===== config.mk =====
export PLATFORM = sky130hd
export DESIGN_NAME = ap_host_ctrl
export DESIGN_NICKNAME = d
export VERILOG_FILES = /design/src/rtl/ap_pkg.sv /design/src/rtl/ap_out_skid.sv /design/src/rtl/ap_host_ctrl.sv
export SDC_FILE = /design/constraint.sdc
export NUM_CORES = 1
export LEC_CHECK = 0
export CORE_MARGIN = 4
export CORE_UTILIZATION = 55
export DETAILED_ROUTE_END_ITERATION = 10
export PLACE_DENSITY = 0.95
export SYNTH_ARGS = -nofsm -noshare
export SYNTH_HDL_FRONTEND = slang
export SYNTH_SLANG_ARGS = --single-unit

===== constraint.sdc =====
create_clock -name clk -period 4.82 [get_ports clk]
set_input_delay 0.964 -clock clk [delete_from_list [all_inputs] [get_ports clk]]
set_output_delay 0.964 -clock clk [all_outputs]
set_load 0.02 [all_outputs]

===== src/rtl/ap_pkg.sv =====
// Shared AP host definitions: op codes, default geometry,
// controller state encoding and the readback beat layout.
package ap_pkg;

  localparam int ADDR_W_DEF = 10;
  localparam int DEPTH_DEF  = 1024;

  localparam logic [2:0] OP_OR  = 3'd0;
  localparam logic [2:0] OP_AND = 3'd1;
  localparam logic [2:0] OP_XOR = 3'd2;
  localparam logic [2:0] OP_NOT = 3'd3;

  typedef enum logic [2:0] {
    S_IDLE = 3'd0,
    S_WR_A = 3'd1,
    S_WR_B = 3'd2,
    S_ARM  = 3'd3,
    S_RUN  = 3'd4,
    S_RD   = 3'd5,
    S_DONE = 3'd6,
    S_ERR  = 3'd7
  } state_t;

  typedef struct packed {
    logic       last;
    logic [7:0] data;
  } beat_t;

endpackage


===== src/rtl/ap_out_skid.sv =====
// One-entry valid/ready output register for the readback stream.
// Accepts a new beat whenever empty or draining in the same cycle.
module ap_out_skid
  import ap_pkg::*;
#(
  parameter int W = $bits(beat_t)
) (
  input  logic         clk,
  input  logic         rst,
  input  logic         in_valid,
  output logic         in_ready,
  input  logic [W-1:0] in_data,
  output logic         out_valid,
  input  logic         out_ready,
  output logic [W-1:0] out_data
);

  logic         vld;
  logic [W-1:0] dat;

  assign in_ready  = !vld || out_ready;
  assign out_valid = vld;
  assign out_data  = dat;

  always_ff @(posedge clk) begin
    if (rst) begin
      vld <= 1'b0;
      dat <= '0;
    end else if (in_ready) begin
      vld <= in_valid;
      if (in_valid) dat <= in_data;
    end
  end

endmodule


===== src/rtl/ap_host_ctrl.sv =====
// Host-side sequencer for the associative processor: loads operand
// rows, arms and runs a command, then streams one column back.
module ap_host_ctrl
  import ap_pkg::*;
#(
  parameter int ADDR_W  = ADDR_W_DEF,
  parameter int DEPTH   = DEPTH_DEF,
  parameter int TIMEOUT = 8192
) (
  input  logic              clk,
  input  logic              rst,
  input  logic              job_valid,
  output logic              job_ready,
  input  logic [2:0]        job_op,
  input  logic [ADDR_W:0]   job_len,
  input  logic              job_rd_col,
  input  logic              in_valid,
  output logic              in_ready,
  input  logic [15:0]       in_data,
  output logic              out_valid,
  input  logic              out_ready,
  output logic [7:0]        out_data,
  output logic              out_last,
  output logic              ap_rst,
  output logic              ap_mode,
  output logic [2:0]        ap_cmd,
  output logic              ap_write_en,
  output logic              ap_sel_col,
  output logic [7:0]        ap_data,
  output logic [ADDR_W-1:0] ap_addr,
  input  logic [7:0]        ap_data_out,
  input  logic              ap_irq,
  output logic              busy,
  output logic              err_timeout
);

  localparam int TW = $clog2(TIMEOUT) + 1;
  localparam logic [ADDR_W:0] DEPTH_L = (ADDR_W+1)'(DEPTH);
  localparam logic [TW-1:0]   TMAX    = TW'(TIMEOUT - 1);

  state_t          state, nxt;
  logic [2:0]      op;
  logic [ADDR_W:0] len, row_cnt, len_eff;
  logic            rd_col;
  logic [7:0]      b_hold;
  logic [TW-1:0]   timer;
  logic            err;
  logic            last_row, push, sk_ready, sk_valid;
  beat_t           beat_in, beat_out;

  assign len_eff  = (job_len == '0 || job_len > DEPTH_L)
                  ? DEPTH_L : job_len;
  assign last_row = row_cnt == len - 1'b1;
  assign push     = state == S_RD && row_cnt < len && sk_ready;
  assign beat_in  = '{last: last_row, data: ap_data_out};

  ap_out_skid u_skid (
    .clk       (clk),
    .rst       (rst),
    .in_valid  (push),
    .in_ready  (sk_ready),
    .in_data   (beat_in),
    .out_valid (sk_valid),
    .out_ready (out_ready),
    .out_data  (beat_out)
  );

  always_ff @(posedge clk) begin
    if (rst) begin
      state   <= S_IDLE;
      op      <= '0;
      len     <= '0;
      rd_col  <= 1'b0;
      row_cnt <= '0;
      b_hold  <= '0;
      timer   <= '0;
      err     <= 1'b0;
    end else begin
      state <= nxt;
      unique case (state)
        S_IDLE: if (job_valid) begin
          op      <= job_op;
          len     <= len_eff;
          rd_col  <= job_rd_col;
          row_cnt <= '0;
          err     <= 1'b0;
        end
        S_WR_A: if (in_valid) b_hold <= in_data[15:8];
        S_WR_B: row_cnt <= row_cnt + 1'b1;
        S_ARM:  timer <= '0;
        S_RUN: begin
          timer <= timer + 1'b1;
          if (ap_irq) row_cnt <= '0;
          else if (timer == TMAX) err <= 1'b1;
        end
        S_RD: if (push) row_cnt <= row_cnt + 1'b1;
        default: ;
      endcase
    end
  end

  always_comb begin
    nxt = state;
    unique case (state)
      S_IDLE: if (job_valid) nxt = S_WR_A;
      S_WR_A: if (in_valid) nxt = S_WR_B;
      S_WR_B: nxt = last_row ? S_ARM : S_WR_A;
      S_ARM:  nxt = S_RUN;
      S_RUN: begin
        if (ap_irq) nxt = S_RD;
        else if (timer == TMAX) nxt = S_ERR;
      end
      S_RD: if (sk_valid && out_ready && beat_out.last) nxt = S_DONE;
      S_DONE: nxt = S_IDLE;
      S_ERR:  nxt = S_IDLE;
      default: nxt = S_IDLE;
    endcase
  end

  // Everything except ap_rst is forced quiet while rst is high.
  always_comb begin
    in_ready    = 1'b0;
    ap_write_en = 1'b0;
    ap_sel_col  = 1'b0;
    ap_addr     = '0;
    ap_data     = '0;
    ap_mode     = 1'b0;
    ap_cmd      = '0;
    if (!rst) begin
      unique case (state)
        S_WR_A: begin
          in_ready    = 1'b1;
          ap_write_en = in_valid;
          ap_addr     = row_cnt[ADDR_W-1:0];
          ap_data     = in_data[7:0];
        end
        S_WR_B: begin
          ap_write_en = 1'b1;
          ap_sel_col  = 1'b1;
          ap_addr     = row_cnt[ADDR_W-1:0];
          ap_data     = b_hold;
        end
        S_ARM: ap_cmd = op;
        S_RUN: begin
          ap_mode = 1'b1;
          ap_cmd  = op;
        end
        S_RD: begin
          ap_sel_col = rd_col;
          ap_addr    = row_cnt[ADDR_W-1:0];
        end
        default: ;
      endcase
    end
  end

  assign ap_rst      = rst || state == S_ARM || state == S_ERR;
  assign job_ready   = !rst && state == S_IDLE;
  assign busy        = !rst && state != S_IDLE;
  assign err_timeout = err;
  assign out_valid   = !rst && sk_valid;
  assign out_data    = beat_out.data;
  assign out_last    = out_valid && beat_out.last;

endmodule


==> qor.log <==
INFO  power          power_density=271nW/um^2
INFO  die            fp.dieH=89.7um
INFO  cts            worst_path_clk_slew=0.07ns
INFO  final_timing   hold_viol=0
INFO  cts            clkLatencyLatePin=0.35ns
INFO  worst_hold_path worstHoldPathType=reg2reg
INFO  place          io_buffers=83
INFO  cts            post_cts_hold_buffer_count=0
INFO  layout         layout.filler_cells=471
INFO  critical_path  critPathMaxFanout=16
INFO  final_timing   fin_crit=4.08ns
INFO  cts            clockRootBuffer=clkbuf_8
INFO  critical_path  critPathRequiredTime=3.86ns
INFO  cts            cts-buffers-inserted=9
INFO  layout         area_growth_syn_to_layout=26.2%
INFO  synthesis      synth.lib_cells_used.distinct=55
INFO  synthesis      ff_type=dfxtp_1
INFO  place          placedInstanceArea=4450squm
INFO  final_timing   maxSlewHeadroom=39.9%
INFO  die            core_util_floorplan=57.2%
INFO  synthesis      synth_area=3670squm
INFO  status         outcome=complete, no violations
INFO  synthesis      postSynthSeqShare=33.8%
INFO  cts            cts.htree.levels=3
INFO  final_timing   fmax=0.245GHz
INFO  final_timing   setup_repair_after_global_routing_missed_its_margin=false
INFO  final_timing   post_route_fraction_of_the_period_consumed_by_the_critical_path=84.6%
INFO  die            area_of_the_core=6420squm
INFO  layout         final_area=4630squm
INFO  power          total_leakage_power=1.74nW
INFO  detailed_routing drtAntennaViolNets=0
INFO  critical_path  arrival=3.11ns
INFO  detailed_routing drt_first_iter_violations=282
INFO  final_timing   fin_ws=0.743ns
INFO  layout         layout_top_cell_excl_fill_tap=clkdlybuf4s50_1
INFO  place          gp_congestion=0.828
INFO  synthesis      synth_flops=62
INFO  place          place_ws=1.14ns
INFO  global_routing number_of_antenna_violations_at_the_first_check_in_global_routing=0
INFO  cts            cts_tree=built
INFO  synthesis      ys.warnings.count=0
INFO  synthesis      post_synth_inst_count=464
INFO  power          vdd_drop_max=0.181mV
INFO  global_routing first_global_vias=3468
INFO  layout         layout_top_cells=clkdlybuf4s50_1 (82), nor2_1 (64), dfxtp_1 (62), nand2_1 (37), a21oi_1 (34)
INFO  cts            cts.sink_count=62
INFO  detailed_routing detail_route.drc_violations=0
INFO  global_routing largest_net_degree_at_the_start_of_global_routing=50
INFO  critical_path  crit_path_end_kind=primary output
INFO  cts            post_cts_resize_count=0
INFO  synthesis      top_area_share=33.8%
INFO  synthesis      syn_area_per_cell=7.91squm
INFO  final_timing   final.setup_skew=0.0107ns
INFO  final_timing   maxSlewViolCount=0
INFO  synthesis      netlist_top_cells_area=dfxtp_1 (34%), nor2_1 (6.5%), mux2i_1 (5.2%)
INFO  synthesis      postSynth.asyncResetShare=0%
INFO  synthesis      ys_area=3670squm
INFO  global_routing grt_pass1_wl=16.1mm
INFO  synthesis      mappedNetlistNets=523
INFO  layout         diodes=0
INFO  die            die_width=89.7um
INFO  die            chip_area=8050squm
INFO  detailed_routing drt-vias-per-instance=6.15
INFO  layout         drive_above_1_share=4.70%
INFO  cts            clockBufferDepth=2
INFO  job            timing.max_cap.violations=0
INFO  detailed_routing num_vias=3746
INFO  cts            post_cts.repair.setup_buffers=0
## state kept, by name (all words and copies together) (netlist names)
name              count
op                    3
u_skid.out_valid      1
row_cnt              11
timer                14
err_timeout           1
state                 3
u_skid.out_data       9
rd_col                1
b_hold                8
len                  11
## synthesized netlist by cell type (all sizes together) (3+ instances only)
library cell	count
mux2i	19
a31oi	6
nand4	3
nor3	10
clkbuf	20
a311oi	3
or3	4
and3	13
o21a	4
o31a	3
xnor2	9
nor2	64
nand2b	8
nor2b	5
dfxtp	62
nand2	37
buf	13
nand3	17
a22oi	12
inv	21
a21oi	34
o211ai	4
nand3b	9
ha	14
a211oi	3
o31ai	6
o311ai	9
nor4	5
and2	11
o21ai	13
## metrics by stage
stage          power, mW  cells  hold WS (ns)  util, %
2_1_floorplan      0.725    464         0.432        -
3_3_place_gp       0.811    593         0.443     69.3
3_5_place_dp       0.823    593         0.444     69.3
4_1_cts             1.26    609         0.453     72.1
5_1_grt             1.31    609         0.467     72.1
6_report            1.26    609         0.453     72.1
## final cells by class
type                            count  area [sq um]  share of cell area (%)
Clock buffer                       12           135                    2.92
Clock inverter                      4          47.5                    1.03
Inverter                           21          78.8                    1.70
Multi-Input combinational cell    348          2190                    47.3
Sequential cell                    62          1240                    26.8
Tap cell                           77          96.3                    2.08
Timing Repair Buffer               85           841                    18.1
## worst paths after layout
| check | end | slack, ns | cells past startpoint | startpoint |
|---|---|---|---|---|
| worst max-delay path | ap_addr[1] | 0.74 | 6 | state[0] |
| worst min-delay path | op[2] | 0.45 | 2 | op[2] |
| worst max register to register | row_cnt[4] | 1.93 | 5 | state[0] |
| worst min register to register | op[2] | 0.45 | 2 | op[2] |
## power by group
part / internal, mW / switching [mW]
Combinational: 0.115 / 0.147
Sequential: 0.530 / 0.0244
Clock: 0.237 / 0.202
## layer usage
| metal | track usage [%] | vias up | wire length, um |
|---|---|---|---|
| met5 | 0 | - | 0 |
| met2 | 42.6 | 164 | 5050 |
| met4 | 12.0 | 0 | 342 |
| li1 | - | 1787 | - |
| met3 | 4.67 | 35 | 648 |
| met1 | 27.4 | 1760 | 3820 |
## cell families (layout without fill, tap and decap cells)
group / count (synthesis) / count (layout) / share of synthesized area (%)
and+or+nand+nor: 195 / 195 / 26.9
AOI/OAI and AO/OA: 107 / 107 / 19.6
DFF: 62 / 62 / 33.8
buffers and inverters: 54 / 122 / 6.44
muxes: 21 / 21 / 5.79
adders and majority gates: 14 / 14 / 4.77
xor gates and xnor gates: 11 / 11 / 2.62
## worst max-delay path, stage by stage, from the launching register on
cell and delay, ns:
dfxtp_1 0.63, inv_1 0.18, nor2_1 0.65, nor2_1 0.24, nor2_1 0.28, and2_1 0.17
clkdlybuf4s50_1 0.60
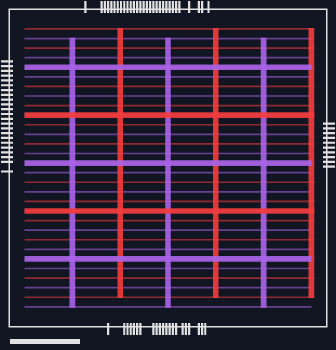
Figure 1: PDN straps and rails.
Scale bar: 20 um. Pins as bars on the die edge.
- VSS: purple
- VDD: red
- met5 straps: 5
- met1 rails: 30

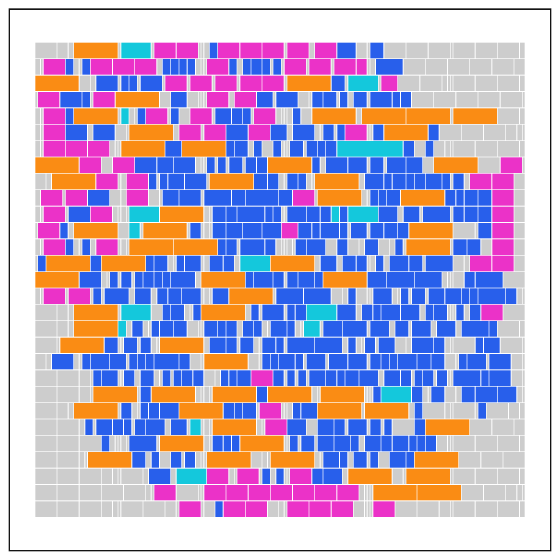
Figure 2: placed cells, one color a class.
Fill, decap, tap and diode cells in gray.
- clock drivers and dummy loads: cyan (cells 16; share of their area 4.0%)
- remaining logic cells: blue (cells 369; share of their area 50%)
- registers: orange (cells 62; share of their area 27%)
- remaining buffers and delay cells: magenta (cells 85; share of their area 19%)
fin util: 72.1%
number of rows created at floorplan: 29

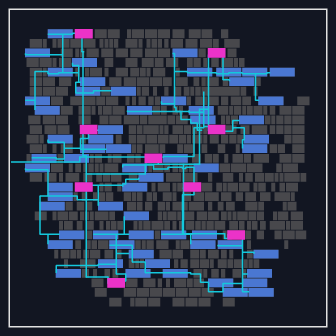
Figure 3: clock distribution.
- flip-flops: blue (count 62)
- clock-net drivers: magenta (count 9)
- clock wires: cyan (length 793 um)
- routed clock nets: 10
- flops lie: all over the die

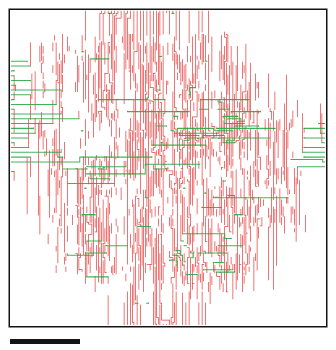
Figure 4: metal layers overlaid.
Scale bar: 20 um. Only two layers are drawn.
- M3: green (wire length 649 um)
- M2: red (wire length 5050 um)
total track usage: 24.0%
total wire length: 9.86 mm
average detailed-routed wire length per instance: 16.2 um

No activity file was given, so power comes from the tool's default toggle rates.
